$ cat config.mk
export PLATFORM = sky130hd
export DESIGN_NAME = uart_tx_queue_flat
export DESIGN_NICKNAME = d
export VERILOG_FILES = /design/src/rtl/uart_tx_queue_if.sv /design/src/rtl/uart_tx_queue.sv /design/src/flat_wrapper.sv
export SDC_FILE = /design/constraint.sdc
export NUM_CORES = 1
export LEC_CHECK = 0
export ABC_AREA = 1
export CAP_MARGIN = 20
export CORE_MARGIN = 4
export CORE_UTILIZATION = 55
export CTS_CLUSTER_DIAMETER = 50
export DETAILED_ROUTE_END_ITERATION = 7
export PLACE_DENSITY = 0.73
export SYNTH_ARGS = -nofsm -noshare
export SYNTH_HDL_FRONTEND = slang
export SYNTH_SLANG_ARGS = --single-unit
$ cat constraint.sdc
create_clock -name sys_clk -period 2.6 [get_ports sys_clk]
set_input_delay 0.39 -clock sys_clk [delete_from_list [all_inputs] [get_ports sys_clk]]
set_output_delay 0.39 -clock sys_clk [all_outputs]
set_load 0.02 [all_outputs]
$ cat src/rtl/uart_tx_queue_if.sv
// Producer/baud-tick side and status of the UART transmit queue, bundled for one port.
interface uart_tx_queue_if #(
   parameter int DEPTH_LOG2 = 4
);
   logic                  wr_en;
   logic [7:0]            wr_data;
   logic                  clr_ovf;
   logic                  tx_clk_en;
   logic                  tx_en;
   logic [7:0]            tx_data;
   logic                  full;
   logic                  empty;
   logic [DEPTH_LOG2:0]   level;
   logic                  overflow;
   logic                  busy;

   modport master (
      output wr_en, wr_data, clr_ovf, tx_clk_en,
      input  tx_en, tx_data, full, empty, level, overflow, busy
   );

   modport slave (
      input  wr_en, wr_data, clr_ovf, tx_clk_en,
      output tx_en, tx_data, full, empty, level, overflow, busy
   );
endinterface

$ cat src/rtl/uart_tx_queue.sv
// Byte FIFO pacing one UART frame at a time; head pops and tx_en rises the cycle after empty clears.
// Writes are never stalled: a write while full is dropped and latches a sticky overflow flag.
module uart_tx_queue #(
   parameter int DEPTH_LOG2  = 4,
   parameter int FRAME_TICKS = 10,
   parameter int GUARD_TICKS = 1
) (
   input logic            sys_clk,
   input logic            rst,
   uart_tx_queue_if.slave bus
);
   localparam int DEPTH     = 1 << DEPTH_LOG2;
   localparam int LW        = DEPTH_LOG2 + 1;
   localparam int LAST_TICK = FRAME_TICKS + GUARD_TICKS - 1;
   localparam int CW        = $clog2(FRAME_TICKS + GUARD_TICKS + 1);

   typedef enum logic [1:0] {IDLE, ARM, SEND} state_t;

   state_t                state, state_nx;
   logic [7:0]            mem [DEPTH];
   logic [DEPTH_LOG2-1:0] rd_ptr, wr_ptr;
   logic [LW-1:0]         level_q, level_nx;
   logic                  full_q, empty_q, overflow_q;
   logic                  tx_en_q, tx_en_nx;
   logic [7:0]            tx_data_q;
   logic [CW-1:0]         cnt, cnt_nx;
   logic                  push, pop;

   // Acceptance uses the registered full flag, so a same-cycle pop never frees room for a write.
   assign push     = bus.wr_en && !full_q;
   assign level_nx = level_q + LW'(push) - LW'(pop);

   always_comb begin
      state_nx = state;
      cnt_nx   = cnt;
      tx_en_nx = tx_en_q;
      pop      = 1'b0;
      case (state)
         IDLE: begin
            if (!empty_q) begin
               pop      = 1'b1;
               tx_en_nx = 1'b1;
               state_nx = ARM;
            end
         end
         ARM: begin
            // The tick that samples tx_en is tick 1 of the frame.
            if (bus.tx_clk_en) begin
               tx_en_nx = 1'b0;
               cnt_nx   = CW'(1);
               state_nx = SEND;
            end
         end
         SEND: begin
            if (bus.tx_clk_en) begin
               if (cnt == CW'(LAST_TICK)) begin
                  cnt_nx   = '0;
                  state_nx = IDLE;
               end else begin
                  cnt_nx = cnt + CW'(1);
               end
            end
         end
         default: state_nx = IDLE;
      endcase
   end

   always_ff @(posedge sys_clk) begin
      if (rst) begin
         state      <= IDLE;
         cnt        <= '0;
         tx_en_q    <= 1'b0;
         tx_data_q  <= 8'h00;
         rd_ptr     <= '0;
         wr_ptr     <= '0;
         level_q    <= '0;
         full_q     <= 1'b0;
         empty_q    <= 1'b1;
         overflow_q <= 1'b0;
      end else begin
         state   <= state_nx;
         cnt     <= cnt_nx;
         tx_en_q <= tx_en_nx;
         if (pop) begin
            tx_data_q <= mem[rd_ptr];
            rd_ptr    <= rd_ptr + DEPTH_LOG2'(1);
         end
         if (push) begin
            wr_ptr <= wr_ptr + DEPTH_LOG2'(1);
         end
         level_q <= level_nx;
         full_q  <= (level_nx == LW'(DEPTH));
         empty_q <= (level_nx == '0);
         if (bus.wr_en && full_q) begin
            overflow_q <= 1'b1;
         end else if (bus.clr_ovf) begin
            overflow_q <= 1'b0;
         end
      end
   end

   always_ff @(posedge sys_clk) begin
      if (push) begin
         mem[wr_ptr] <= bus.wr_data;
      end
   end

   assign bus.tx_en    = tx_en_q;
   assign bus.tx_data  = tx_data_q;
   assign bus.full     = full_q;
   assign bus.empty    = empty_q;
   assign bus.level    = level_q;
   assign bus.overflow = overflow_q;
   assign bus.busy     = (state != IDLE);
endmodule

$ cat src/flat_wrapper.sv
// flat-port wrapper written by rule: the top's interface ports become plain ports
module uart_tx_queue_flat 
#(
   parameter int DEPTH_LOG2  = 4,
   parameter int FRAME_TICKS = 10,
   parameter int GUARD_TICKS = 1
)
  (sys_clk, rst, bus_wr_en, bus_wr_data, bus_clr_ovf, bus_tx_clk_en, bus_tx_en, bus_tx_data, bus_full, bus_empty, bus_level, bus_overflow, bus_busy);
  uart_tx_queue_if #(.DEPTH_LOG2(DEPTH_LOG2)) bus_i ();
  input logic sys_clk;
  input logic rst;
  input wire logic [$bits(bus_i.wr_en)-1:0] bus_wr_en;
  input wire logic [$bits(bus_i.wr_data)-1:0] bus_wr_data;
  input wire logic [$bits(bus_i.clr_ovf)-1:0] bus_clr_ovf;
  input wire logic [$bits(bus_i.tx_clk_en)-1:0] bus_tx_clk_en;
  output wire logic [$bits(bus_i.tx_en)-1:0] bus_tx_en;
  output wire logic [$bits(bus_i.tx_data)-1:0] bus_tx_data;
  output wire logic [$bits(bus_i.full)-1:0] bus_full;
  output wire logic [$bits(bus_i.empty)-1:0] bus_empty;
  output wire logic [$bits(bus_i.level)-1:0] bus_level;
  output wire logic [$bits(bus_i.overflow)-1:0] bus_overflow;
  output wire logic [$bits(bus_i.busy)-1:0] bus_busy;
  assign bus_i.wr_en = bus_wr_en;
  assign bus_i.wr_data = bus_wr_data;
  assign bus_i.clr_ovf = bus_clr_ovf;
  assign bus_i.tx_clk_en = bus_tx_clk_en;
  assign bus_tx_en = bus_i.tx_en;
  assign bus_tx_data = bus_i.tx_data;
  assign bus_full = bus_i.full;
  assign bus_empty = bus_i.empty;
  assign bus_level = bus_i.level;
  assign bus_overflow = bus_i.overflow;
  assign bus_busy = bus_i.busy;
  uart_tx_queue #(.DEPTH_LOG2(DEPTH_LOG2), .FRAME_TICKS(FRAME_TICKS), .GUARD_TICKS(GUARD_TICKS)) u_core (.sys_clk(sys_clk), .rst(rst), .bus(bus_i));
endmodule
==> results.py <==
# Flow results
metrics = {
    "outcome": {
        "outcome": "finished, final reports clean",
    },
    "place": {
        "dpl-instance-area_sq_um": 7425,
        "post-place-cells": 898,
        "gp_congestion": 0.8632,
        "dp_hpwl_mm": 9.160,
        "place_worst_setup_slack_ns": 0.2966,
    },
    "cells_and_area": {
        "fill_cells": 944,
        "seqCellArea_sq_um": 4466,
        "design_area_sq_um": 8029,
        "area_growth_pct": 15.75,
        "layout.cells.non_filler": 930,
        "comb_area_sq_um": 1891,
        "drive_above_1_share_pct": 12.86,
        "final_nets": 775,
    },
    "yosys": {
        "synth_warnings": 0,
        "ys_cells": 707,
        "synthCells": 707,
        "fa_ha_area_share_pct": 2.453,
        "ys_types": 28,
        "synth_xor_xnor_area_share_pct": 0.6313,
        "yosys.stat.seqShare_pct": 64.36,
        "topCombFamilyByArea": "simple AND/OR/NAND/NOR gates",
        "ys_sh_aoi_pct": 1.930,
        "avgSynthCellArea_sq_um": 9.811,
        "yosys.area_share.simple_pct": 22.24,
    },
    "power_and_ir_drop": {
        "power.density_nw_per_um2": 932.7,
        "total_power_mw": 7.489,
        "p_leak_nw": 3.354,
    },
    "sta": {
        "fmax_mhz": 473.8,
        "fin_ws_ns": 0.4893,
        "setup_viol": 0,
        "setup-tns-final_ns": 0,
        "clock_skew_ns": 0.009581,
        "hold_violations": 0,
        "slew_headroom_pct": 51.01,
        "post-route-min-period_ns": 2.111,
        "whs_ns": 0.4651,
        "rsz0062_at_grt": "false",
        "maxSlewViolCount": 0,
        "period_used_pct": 81.18,
        "tightest_slew_ns": 0.7326,
    },
    "critical_path": {
        "path_class": "register to register",
        "reg2reg_depth": 12,
        "worstSetupEndpointType": "register",
        "critPathRequiredTime_ns": 2.96,
        "crit_arrival_ns": 2.47,
        "crit_fanout": 2,
    },
    "clock_network": {
        "cts_buffers": 17,
        "cts-root-buf": "clkbuf_16",
        "cts_hold_buf": 0,
        "h-tree-depth": 4,
        "insertion_delay_ns": 0.43,
        "path_clk_slew_ns": 0.07,
        "cts_resized": 0,
        "clock_path_buffers": 2,
        "clock_sinks": 159,
    },
    "grt": {
        "grt_pass1_vias": 4586,
        "grt_first_pass_wirelength_mm": 23.06,
        "grt_start_max_net_pins": 67,
        "antenna_found_initial": 0,
        "gr-total-overflow": 0,
    },
    "job": {
        "max_cap_viol_count": 0,
        "warnings": 30,
    },
    "floorplanning": {
        "die_width_um": 120.3,
        "io_pins": 31,
        "chipArea_sq_um": 14470,
        "fp.dieH_um": 120.3,
    },
    "detailed_routing": {
        "drt-pass1-iter-count": 5,
        "drt-initial-drc-count": 530,
        "vias_per_cell": 5.266,
    },
    "worst_hold_path": {
        "holdCritPathClass": "register to register",
    },
}
==> logic make-up after synthesis <==
| logic type | Yosys count |
|---|---|
| compound gates | 25 |
| flops | 159 |
| buf+inv | 130 |
| fa+ha+maj | 13 |
| simple gates | 375 |
| xor+xnor | 5 |
==> synthesized netlist by cell type, drive strengths merged <==
cell    instances  area, sq um
nand4           1        6.260
buf            25        186.4
clkinv          2        8.750
xor2            3        26.28
nand3          94        470.5
fa              1        20.02
nor2           45        176.4
a211oi          1        7.510
clkbuf          4        15.01
dfxtp          31        620.6
xnor2           2        17.52
inv            99        371.6
nor3            2        10.01
edfxtp        128         3844
o21ai           5        25.02
a21o            1        7.510
nor4            2        12.51
a21oi          18        93.84
ha             12        150.1
nand2         231        867.1
==> metal layers <==
metal  track usage [%]  vias to the layer above  share of wire (%)
met1             27.00                     2292                 41
met4             10.06                        0                3.4
met3             4.771                       44                7.0
met5                 0                        -                  0
met2             34.00                      199                 49
li1                  -                     2362                  -
==> cells in the final DEF, fill, tap and decap left out, types with 4 or more instances in the layout <==
master | synthesis | routed
ha_1 | 12 | 12
inv_1 | 59 | 59
o21ai_1 | 4 | 4
inv_2 | 40 | 40
inv_6 | 0 | 4
nand3_1 | 94 | 94
clkbuf_16 | 0 | 17
dfxtp_1 | 31 | 30
a21oi_1 | 17 | 17
buf_4 | 3 | 21
nor2_1 | 44 | 44
clkdlybuf4s50_1 | 0 | 30
edfxtp_1 | 128 | 128
nand2_1 | 231 | 231
==> cell type report <==
type / instances / share of cell area, %
Clock buffer: 19 / 5.641
Clock inverter: 13 / 1.886
Sequential cell: 159 / 55.62
Tap cell: 168 / 2.618
Inverter: 101 / 4.737
Multi-Input combinational cell: 418 / 23.55
Timing Repair Buffer: 52 / 5.953
==> critical path, cell delays in order (launching register included) <==
cell and delay (ns):
dfxtp_1 0.33, inv_1 0.06, nand2_1 0.09, nor2_1 0.06
ha_1 0.26, inv_1 0.04, ha_1 0.22, fa_1 0.40
nand3_1 0.10, nand2_1 0.06, xor2_1 0.16, nand2_1 0.11
nor2_1 0.14
==> power by group <==
part / switching (mW) / total, mW / internal, mW
clock: 1.01 / 2.49 / 1.48
sequential: 0.100 / 3.03 / 2.93
combinational: 1.27 / 1.96 / 0.693
==> flip-flops by register name, indices dropped and copies added (netlist names) <==
register             cells
u_core.rd_ptr            4
u_core.wr_ptr            4
u_core.bus.tx_en         1
u_core.bus.tx_data       8
u_core.bus.empty         1
u_core.bus.overflow      1
u_core.mem             128
u_core.bus.level         5
u_core.bus.full          1
u_core.state             2
u_core.cnt               4
==> final timing paths <==
path	slack [ns]	to	startpoint
hold reg to reg	0.47	u_core.bus.overflow	u_core.bus.overflow
setup reg to reg	0.49	u_core.bus.full	u_core.state[0]
hold / removal	0.47	u_core.bus.overflow	u_core.bus.overflow
setup / recovery	0.49	u_core.bus.full	u_core.state[0]
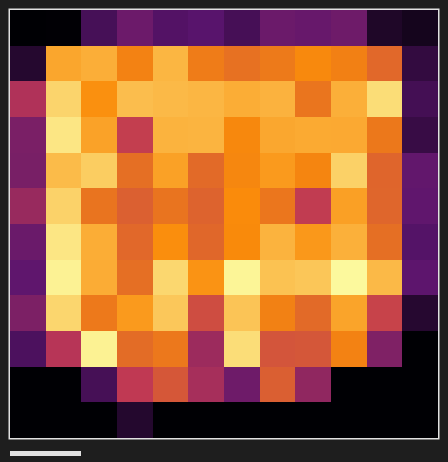
(cell density map)
The bar under the picture is 20 um long. 12 x 12 tiles, from black (low) to pale yellow (high), 0 to 100% covered.
The mean over all tiles is 54%. The densest ninth of the die: middle. 33% of the tiles are over 75% full. 13% of the tiles are nearly empty. The emptiest ninth of the die: bottom right. The fullest tile reaches 99%.
fp util: 57.04%
Final Util: 66.02%
total core area: 12160 sq um

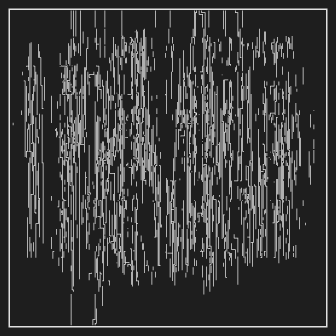
(M2 wires)
The longest straight run is 59.5 um. The layer holds 49% of the routed length. The layer carries 7100 um of wire. The wires run mostly vertical. 579 nets have wire on it.
Post-Route WL: 14.56 mm
via count: 4897
met2 Track Usage GR: 34.00%

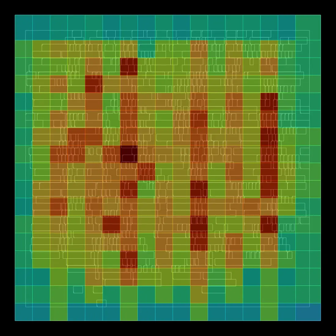
(routing congestion)
global-route track usage on met1: 27.00%
Routed WL per cell: 15.66 um
GRT Total Usage: 21.01%
GRT met3 Usage: 4.771%
global route hottest layer: met2

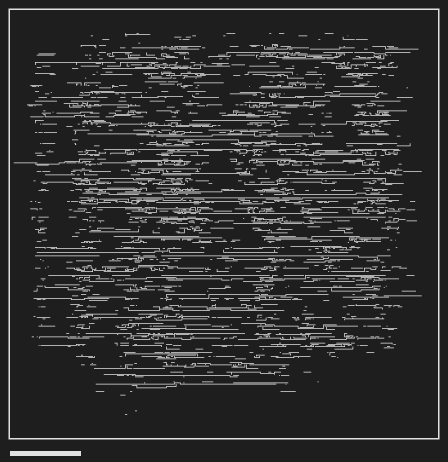
(met1 routing)
The bar under the picture is 20 um long.
The wires run mostly horizontal. 719 nets have wire on it. The layer carries 5940 um of wire. The longest straight run is 55.4 um.

No activity file was given, so power comes from the tool's default toggle rates.
